<file path="config.mk">
export PLATFORM = sky130hd
export DESIGN_NAME = prog_loader
export DESIGN_NICKNAME = d
export VERILOG_FILES = /design/src/rtl/prog_loader.sv
export SDC_FILE = /design/constraint.sdc
export NUM_CORES = 1
export LEC_CHECK = 0
export CAP_MARGIN = 15
export CORE_MARGIN = 2
export CORE_UTILIZATION = 50
export CTS_BUF_LIST = sky130_fd_sc_hd__clkbuf_8
export DETAILED_ROUTE_END_ITERATION = 8
export PLACE_DENSITY = 0.83
export RECOVER_POWER = 100
export SLEW_MARGIN = 20
export SYNTH_ARGS = -nofsm -noshare
export SYNTH_HDL_FRONTEND = slang
export SYNTH_SLANG_ARGS = --single-unit
</file>
<file path="constraint.sdc">
create_clock -name clk_i -period 1.86 [get_ports clk_i]
set_clock_uncertainty 0.1 [all_clocks]
set_input_delay 0.186 -clock clk_i [delete_from_list [all_inputs] [get_ports clk_i]]
set_output_delay 0.186 -clock clk_i [all_outputs]
set_load 0.005 [all_outputs]
</file>
<file path="src/rtl/prog_loader.sv">
// prog_loader: receives a framed program (header N, N instruction bytes,
// checksum byte) over a valid/ready byte stream and writes it into a
// 32 x 8 instruction memory, holding the CPU until a load has been verified.
//
// Ports:
//   clk_i, rst_i        single clock, synchronous active-high reset
//   start_i             one-cycle pulse requesting a new load (ignored while busy)
//   in_valid_i/in_data_i/in_ready_o   upstream byte handshake
//   im_we_o/im_addr_o/im_wdata_o      instruction-memory write port
//   cpu_hold_o          1 holds the CPU at PC 0; released only after a good load
//   busy_o/done_o/error_o             load status (done/error are held levels)
module prog_loader (
  input  logic       clk_i,
  input  logic       rst_i,
  input  logic       start_i,
  input  logic       in_valid_i,
  input  logic [7:0] in_data_i,
  output logic       in_ready_o,
  output logic       im_we_o,
  output logic [4:0] im_addr_o,
  output logic [7:0] im_wdata_o,
  output logic       cpu_hold_o,
  output logic       busy_o,
  output logic       done_o,
  output logic       error_o
);

  localparam logic [2:0] S_IDLE   = 3'd0;
  localparam logic [2:0] S_HEADER = 3'd1;
  localparam logic [2:0] S_DATA   = 3'd2;
  localparam logic [2:0] S_CHECK  = 3'd3;
  localparam logic [2:0] S_DONE   = 3'd4;
  localparam logic [2:0] S_ERROR  = 3'd5;

  logic [2:0] state_q, state_d;
  logic [5:0] n_q, n_d;        // instruction count from the header
  logic [5:0] cnt_q, cnt_d;    // index of the next instruction byte
  logic [7:0] acc_q, acc_d;    // running mod-256 sum of instruction bytes
  logic       we_q, we_d;
  logic [4:0] addr_q, addr_d;
  logic [7:0] wdata_q, wdata_d;

  logic busy;
  logic accept;
  logic hdr_ok;

  assign busy   = (state_q == S_HEADER) || (state_q == S_DATA) || (state_q == S_CHECK);
  assign accept = busy && in_valid_i;
  assign hdr_ok = (in_data_i != 8'd0) && (in_data_i <= 8'd32);

  always_comb begin
    state_d = state_q;
    n_d     = n_q;
    cnt_d   = cnt_q;
    acc_d   = acc_q;
    we_d    = 1'b0;
    addr_d  = addr_q;
    wdata_d = wdata_q;

    case (state_q)
      S_IDLE, S_DONE, S_ERROR: begin
        if (start_i) begin
          state_d = S_HEADER;
        end
      end

      S_HEADER: begin
        if (accept) begin
          // Only the low 6 bits matter: an out-of-range header never
          // reaches DATA, so the truncated value is never used.
          n_d     = in_data_i[5:0];
          cnt_d   = 6'd0;
          acc_d   = 8'd0;
          state_d = hdr_ok ? S_DATA : S_ERROR;
        end
      end

      S_DATA: begin
        if (accept) begin
          // The write is registered, so it appears the cycle after acceptance.
          we_d    = 1'b1;
          addr_d  = cnt_q[4:0];
          wdata_d = in_data_i;
          acc_d   = acc_q + in_data_i;
          cnt_d   = cnt_q + 6'd1;
          if (cnt_q == (n_q - 6'd1)) begin
            state_d = S_CHECK;
          end
        end
      end

      S_CHECK: begin
        if (accept) begin
          state_d = (in_data_i == acc_q) ? S_DONE : S_ERROR;
        end
      end

      default: state_d = S_IDLE;
    endcase
  end

  // Reset wins over everything, which also drops a write whose byte was
  // accepted in the reset cycle.
  always_ff @(posedge clk_i) begin
    if (rst_i) begin
      state_q <= S_IDLE;
      n_q     <= 6'd0;
      cnt_q   <= 6'd0;
      acc_q   <= 8'd0;
      we_q    <= 1'b0;
      addr_q  <= 5'd0;
      wdata_q <= 8'd0;
    end else begin
      state_q <= state_d;
      n_q     <= n_d;
      cnt_q   <= cnt_d;
      acc_q   <= acc_d;
      we_q    <= we_d;
      addr_q  <= addr_d;
      wdata_q <= wdata_d;
    end
  end

  assign in_ready_o = busy;
  assign busy_o     = busy;
  assign im_we_o    = we_q;
  assign im_addr_o  = addr_q;
  assign im_wdata_o = wdata_q;
  // DONE is only reachable after CHECK, so the hold is released at least one
  // cycle after the final instruction write.
  assign cpu_hold_o = (state_q != S_DONE);
  assign done_o     = (state_q == S_DONE);
  assign error_o    = (state_q == S_ERROR);

endmodule

</file>
Fig. 1: run 1, power grid
Scale bar: 20 µm. Pins as bars on the die edge. Tap cells in grey.
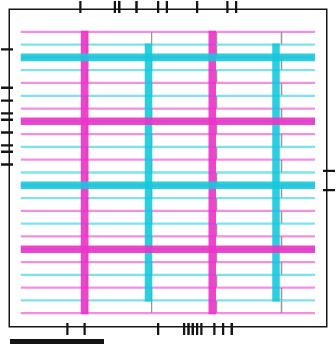
- VSS: magenta
- VDD: cyan
- met4 straps: 4
- met5 straps: 4

Fig. 2: run 1, clock distribution
Scale bar: 20 µm.
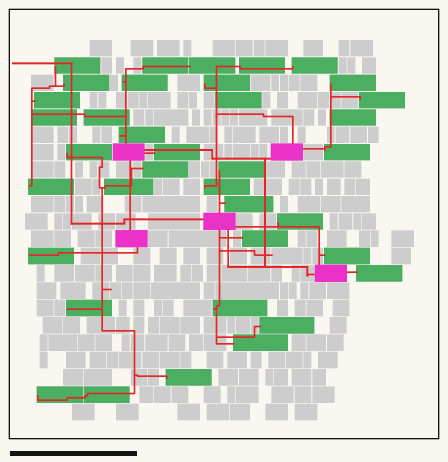
- clock wires: red (length 478 µm)
- clock-net drivers: magenta (count 5)
- flip-flops: green (count 37)
- routed clock nets: 6

Fig. 3: run 1, routed metal, one colour a layer
Scale bar: 20 µm. Two of the layers only.
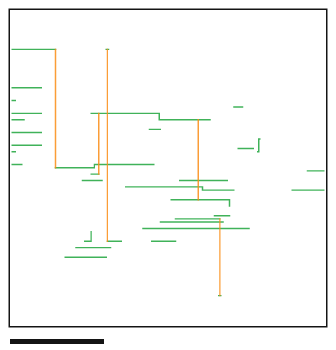
- M4: orange (wire length 112 µm)
- M3: green (wire length 239 µm)

Fig. 4: run 1, placed cells, one colour a class
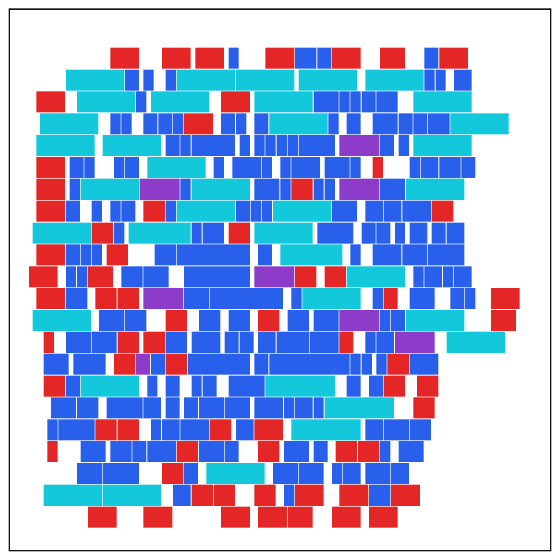
- clock drivers and dummy loads: purple (cells 8; share of their area 3.8%)
- remaining buffers and delay cells: red (cells 67; share of their area 21%)
- remaining logic cells: blue (cells 192; share of their area 47%)
- registers: cyan (cells 37; share of their area 28%)

==> impl_metrics.json, run 1 <==
{
  "grt_pass1_wl_um": 8560,
  "post_drt_wl_per_cell_um": 15.1,
  "antennaDiodeCount": 0,
  "grt_setup_unrepaired": "yes",
  "edf_count": 0,
  "final_cell_mix": "32 x nand2_1, 32 x dfxtp_1, 32 x buf_4",
  "reg2reg_depth": 5,
  "worst_ep_arrival_time_ps": 1980,
  "synth_nets": 265,
  "grt_use_total_pct": 25.1,
  "final_cells": 352,
  "place.gp.congestion": 0.884,
  "overflow": 0,
  "min_period_over_period_pct": 99.2,
  "final_cell_area_um2": 2740,
  "cts_root_buffer": "clkbuf_8",
  "use_met3_pct": 4.00,
  "wl_met2_um": 2550,
  "ant_nets": 0,
  "p_leak_nw": 1.16,
  "dr.max_layer_used": "met4",
  "tns_ps": 0,
  "avgSynthCellArea_um2": 8.22,
  "path_clk_slew_ps": 70,
  "area_delta_synth_final_pct": 37.3,
  "grt_max_degree": 29,
  "yosysChipArea_um2": 2000,
  "drive_gt1_share_pct": 20.1,
  "setup_viol": 0,
  "dieArea_um2": 4520,
  "path_class": "in2reg",
  "hold_depth": 3,
  "placed_area_um2": 2550,
  "post-route-util_pct": 73.2,
  "fillCellCount": 279,
  "start_kind": "primary input",
  "status": "finished clean",
  "peakVddDrop_v": 0.000510,
  "top_logic_kind": "simple AND/OR/NAND/NOR gates",
  "hold_buffers": 0,
  "drt-pass1-iter-count": 4,
  "use_met2_pct": 41.1,
  "min_period_ps": 1840,
  "synth_seq_share_pct": 37.1,
  "wl_met3_um": 238,
  "rows": 22,
  "clk-insertion-delay-late_ps": 290,
  "gr-usage-met1_pct": 33.3,
  "synthXorXnorAreaFrac_pct": 5.70,
  "dp_slack_ps": -521,
  "synth-seq-cells": 37,
  "drt_iter0_drc": 147,
  "clk_path_buf_depth": 2,
  "drv_cap": 0,
  "drc": 0,
  "ys_dominant_reg_cell": "dfxtp_1",
  "die_h_um": 67.2,
  "ys_cells": 243,
  "htreeDepth": 2,
  "antenna_found_initial": 0,
  "hold_ws_ps": 191,
  "yosys.cell_types.count": 47,
  "warnings": 28
}
-- run 1: path summary, 6_finish.rpt --
check                startpoint       endpoint  slack, ps
setup / recovery   in_data_i[0]     state_q[0]         20
hold / removal     in_data_i[1]  im_wdata_o[1]        190
setup reg to reg       acc_q[2]     state_q[0]         40
hold reg to reg   im_wdata_o[3]  im_wdata_o[3]        350
-- run 1: registers in the layout, summed over array words and instances (netlist names) --
register / count
acc_q: 8
cnt_q: 6
im_addr_o: 5
im_wdata_o: 8
im_we_o: 1
n_q: 6
state_q: 3
-- run 1: critical path, cell delays in order --
cell and delay (ps):
dlygate4sd2_1 280, or4_1 520, or3_1 310, and3_4 190, a2111oi_4 330, a32o_1 160
-- run 1: power breakdown --
group / leakage (nW) / internal, W / switching [W]
clock network: 0.0542 / 0.000335 / 0.000291
logic: 0.808 / 0.000160 / 0.000170
registers: 0.302 / 0.000807 / 0.0000120
-- run 1: repair_timing --
action / 4_1_cts / 5_1_grt
setup buffers: 4 / 0
endpoints found under the setup margin: 10 / 6
cloned: 0 / 0
gates resized: 17 / 9
pin swaps: 3 / 4
-- run 1: cells in the mapped netlist, types with 4 or more instances --
cell      count  area share, %
nand3_1       4            1.0
mux2i_1       7            3.5
a21o_1        4            1.5
inv_1         5           0.94
a21oi_1      26            6.5
nand3b_1      4            1.5
dfxtp_1      37             37
ha_1          9            5.6
nand2_1      32            6.0
o21ai_0       5            1.3
xnor2_1      10            4.4
clkbuf_1     12            2.3
nor2_1       28            5.3
nor3_1        7            1.8
a22oi_1       6            2.3
-- run 1: final cells by class --
type	instances	area (µm²)	area share, %
Timing Repair Buffer	67	557	20.3
Clock inverter	1	5.00	0.183
Sequential cell	37	754	27.5
Multi-Input combinational cell	187	1250	45.6
Clock buffer	7	96.3	3.51
Tap cell	48	60.1	2.19
Inverter	5	18.8	0.685
==> run 2, diff against run 1 <==
Settings changed: CTS_CLUSTER_SIZE set to 16, PLACE_DENSITY 0.83 to 0.78.
Fig. 5: run 2, the clock network
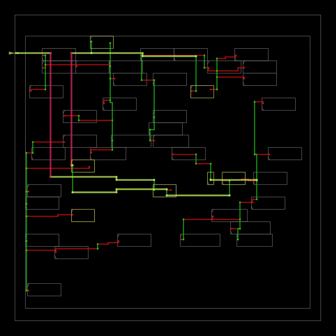
TritonCTS buffer count: 5
clock sink count: 37
clkbuf count: 6
FF+latch count: 37

==> run 2 against run 1 <==
Effect of this change:
- the run now ends with negative setup slack left
- non-clock buffer count stayed put
- area after synthesis unchanged
- total power fell by 3.0%
- via count decreased by 1.2%
- cell count is 0.28% lower
- clock power down 9.4%
- core utilization increased by 0.37 points
- setup slack worse by 110 ps
- synthesized cell count is the same
- wire length down 0.38%
- largest power group unchanged
- highest routed layer unchanged
==> impl_metrics.json, run 2 <==
{
  "switching_power_w": 0.000458,
  "p_comb_share_pct": 19.5,
  "start_kind": "register",
  "most_common_cell": "dfxtp_1",
  "layout_setup_ws_ps": -96.9,
  "grt_use_total_pct": 25.2,
  "area_delta_synth_final_pct": 38.0,
  "switching_share_pct": 26.6,
  "clk-insertion-delay-late_ps": 300,
  "antenna_found_initial": 0,
  "path_class": "reg2reg",
  "status": "finished with violations",
  "dieArea_um2": 4520,
  "yosys.cell_types.count": 47,
  "warnings": 28,
  "p_leak_nw": 1.17,
  "clkPwrFrac_pct": 32.9,
  "logic_area_um2": 1260,
  "die_h_um": 67.2,
  "r2r_slack_ps": -100,
  "top_area_cell": "dfxtp_1",
  "fillCellCount": 313,
  "hold_ws_ps": 121,
  "violations": "negative setup slack",
  "drt-pass1-iter-count": 4,
  "cp_num_buf_inv": 0,
  "placed_area_um2": 2580,
  "drc": 0,
  "synthTopCellsByArea": "dfxtp_1 37%, a21oi_1 6.5%, nand2_1 6.0%",
  "place.gp.congestion": 0.897,
  "setup_viol": 1,
  "ys_cells": 243,
  "peakVddDrop_v": 0.000409,
  "post-route-util_pct": 73.6,
  "htreeDepth": 2
}
-- run 2: cell counts after synthesis --
Identical to the previous run, type by type.
-- run 2: cells by family (layout without fill, tap and decap cells) --
family / count (synthesis) / in the layout / synth area share, %
and+or+nand+nor: 104 / 104 / 26.3
AOI/OAI and AO/OA: 53 / 53 / 16.9
buffers and inverters: 19 / 79 / 3.82
muxes: 7 / 7 / 3.51
xor gates and xnor gates: 13 / 13 / 5.70
DFF: 37 / 37 / 37.1
adders and majority gates: 10 / 10 / 6.64
-- run 2: routing by layer --
layer	track usage, %	vias to the layer above	part of all wire (%)
li1	-	977	-
met1	34.0	941	45
met2	39.6	57	48
met3	6.17	8	5.8
met4	8.16	0	1.9
met5	0	-	0
-- run 2: worst paths after layout --
path                   endpoint  depth (start not counted)     startpoint
setup reg to reg     state_q[0]                          5       acc_q[2]
hold reg to reg   im_wdata_o[5]                          2  im_wdata_o[5]
hold / removal    im_wdata_o[1]                          3   in_data_i[1]
setup / recovery     state_q[0]                          5       acc_q[2]
-- run 2: area by class of cell --
class	count	area share, %
clock buffers	6	3.00
clock inverters	1	0.136
inverters	5	0.681
multi-input cells	187	45.8
flip-flops and latches	37	27.5
well taps	48	2.18
repair buffers	67	20.7
-- run 2: power groups by stage --
stage               logic (W)  registers [W]  clock network [W]
floorplan            0.000179       0.000833                  0
global placement     0.000302       0.000844                  0
detailed placement   0.000307       0.000843                  0
CTS                  0.000324       0.000819           0.000562
global route         0.000364       0.000819           0.000604
finish               0.000336       0.000818           0.000567
-- run 2: repair_timing --
action / in CTS / in global routing
pin swaps: 1 / 7
resized: 16 / 19
cloned: 0 / 0
endpoints found under the setup margin: 11 / 9
hold buffers: 0 / 0
buffers inserted: 2 / 0
==> run 3, diff against run 2 <==
Settings changed: CORE_ASPECT_RATIO set to 1.25.
Fig. 6: run 3, clock distribution
Scale bar: 20 µm.
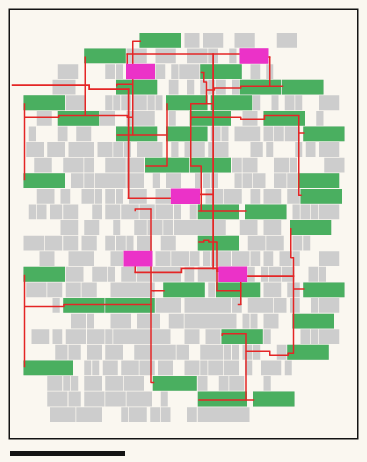
- clock wires: red (length 484 µm)
- clock-net drivers: magenta (count 5)
- flip-flops: green (count 37)
- routed clock nets: 6

==> run 3 against run 2 <==
Effect of this change:
- the flow now finishes without violations
- sequential share of layout area rose by 0.27 points
- maximum frequency rose by 6.6%
- register-to-register slack improved by 120 ps
- count of clock-buffer cells in the layout did not move
- core utilization fell by 2.2 points
- synthesized cell count did not move
- critical endpoint unchanged
==> impl_metrics.json, run 3 <==
{
  "most_common_cell": "dfxtp_1",
  "area_delta_synth_final_pct": 36.4,
  "switching_share_pct": 27.0,
  "startpoint": "acc_q[1]",
  "gr-usage-met1_pct": 27.3,
  "clk-insertion-delay-late_ps": 290,
  "top_area_share_pct": 37.1,
  "wl_met3_um": 158,
  "top_area_cell": "dfxtp_1",
  "hold_depth": 3,
  "clkPwrFrac_pct": 34.4,
  "path_class": "reg2reg",
  "yosys.cell_types.count": 47,
  "worstHoldStart": "in_data_i[3]",
  "start_kind": "register",
  "die_h_um": 74.7,
  "wl_met1_um": 1970,
  "ys_cells": 243,
  "setup_viol": 0,
  "busiest_layer": "met2",
  "endpoint": "state_q[0]",
  "r2r_slack_ps": 20,
  "use_met3_pct": 6.01,
  "grt_use_total_pct": 23.5,
  "cp_num_buf_inv": 0,
  "drc": 0,
  "hold_buffers": 0,
  "switching_power_w": 0.000469,
  "status": "finished clean",
  "whs_endpoint": "im_wdata_o[3]",
  "cts.sinks": 37,
  "drt-pass1-iter-count": 4,
  "warnings": 27,
  "synthTopCellsByArea": "dfxtp_1 37%, a21oi_1 6.5%, nand2_1 6.0%",
  "dr.max_layer_used": "met4",
  "numCtsBuffers": 5,
  "r2r-start": "acc_q[1]",
  "wl_met2_um": 2670,
  "placed_area_um2": 2540,
  "reg2reg_depth": 5,
  "dieArea_um2": 4520,
  "use_met2_pct": 41.8,
  "peakVddDrop_v": 0.000379,
  "htreeDepth": 2,
  "r2r_end": "state_q[0]"
}
==> run 3: cell counts after synthesis <==
Identical to the previous run, type by type.
==> run 3: power by group through the flow <==
stage / registers, W / logic [W] / clock network (W)
finish: 0.000817 / 0.000322 / 0.000598
global placement: 0.000843 / 0.000291 / 0
global route: 0.000819 / 0.000352 / 0.000650
floorplan: 0.000833 / 0.000179 / 0
detailed placement: 0.000844 / 0.000295 / 0
CTS: 0.000818 / 0.000308 / 0.000611
==> run 3: cells by family (layout without fill, tap and decap cells) <==
kind of cell               count (synthesis)  in the layout  share of synthesized area [%]
DFF                                       37             37                           37.1
xor gates and xnor gates                  13             13                           5.70
adders and majority gates                 10             10                           6.64
and+or+nand+nor                          104            104                           26.3
AOI/OAI and AO/OA                         53             53                           16.9
muxes                                      7              7                           3.51
buffers and inverters                     19             73                           3.82
==> run 3: final cells by class <==
| type | count | area, µm² |
|---|---|---|
| Tap cell | 54 | 67.6 |
| Clock inverter | 2 | 13.8 |
| Clock buffer | 6 | 82.6 |
| Fill cell | 314 | 1090 |
| Inverter | 5 | 18.8 |
| Multi-Input combinational cell | 187 | 1270 |
| Sequential cell | 37 | 756 |
| Timing Repair Buffer | 60 | 517 |
==> run 3: timing repair <==
action | in CTS | in global routing
setup buffers | 2 | 0
resized | 13 | 24
pin swaps | 2 | 5
endpoints found under the hold margin | 0 | 0
endpoints found under the setup margin | 11 | 9
==> run 3: stage by stage <==
step	utilization, %	std cells	hold WS (ps)	setup WS (ps)
after floorplan	-	243	222	37.0
after global placement	66.5	341	343	-459
after detailed placement	66.5	341	348	-491
after CTS	69.9	351	252	0.641
after global routing	71.4	351	128	-54.7
final	71.4	351	106	23.7
==> run 3: worst min-delay path: stages <==
cell and delay, ps:
clkbuf_2 140, nand2_1 70, a21oi_1 50
No activity file was given, so power comes from the tool's default toggle rates.
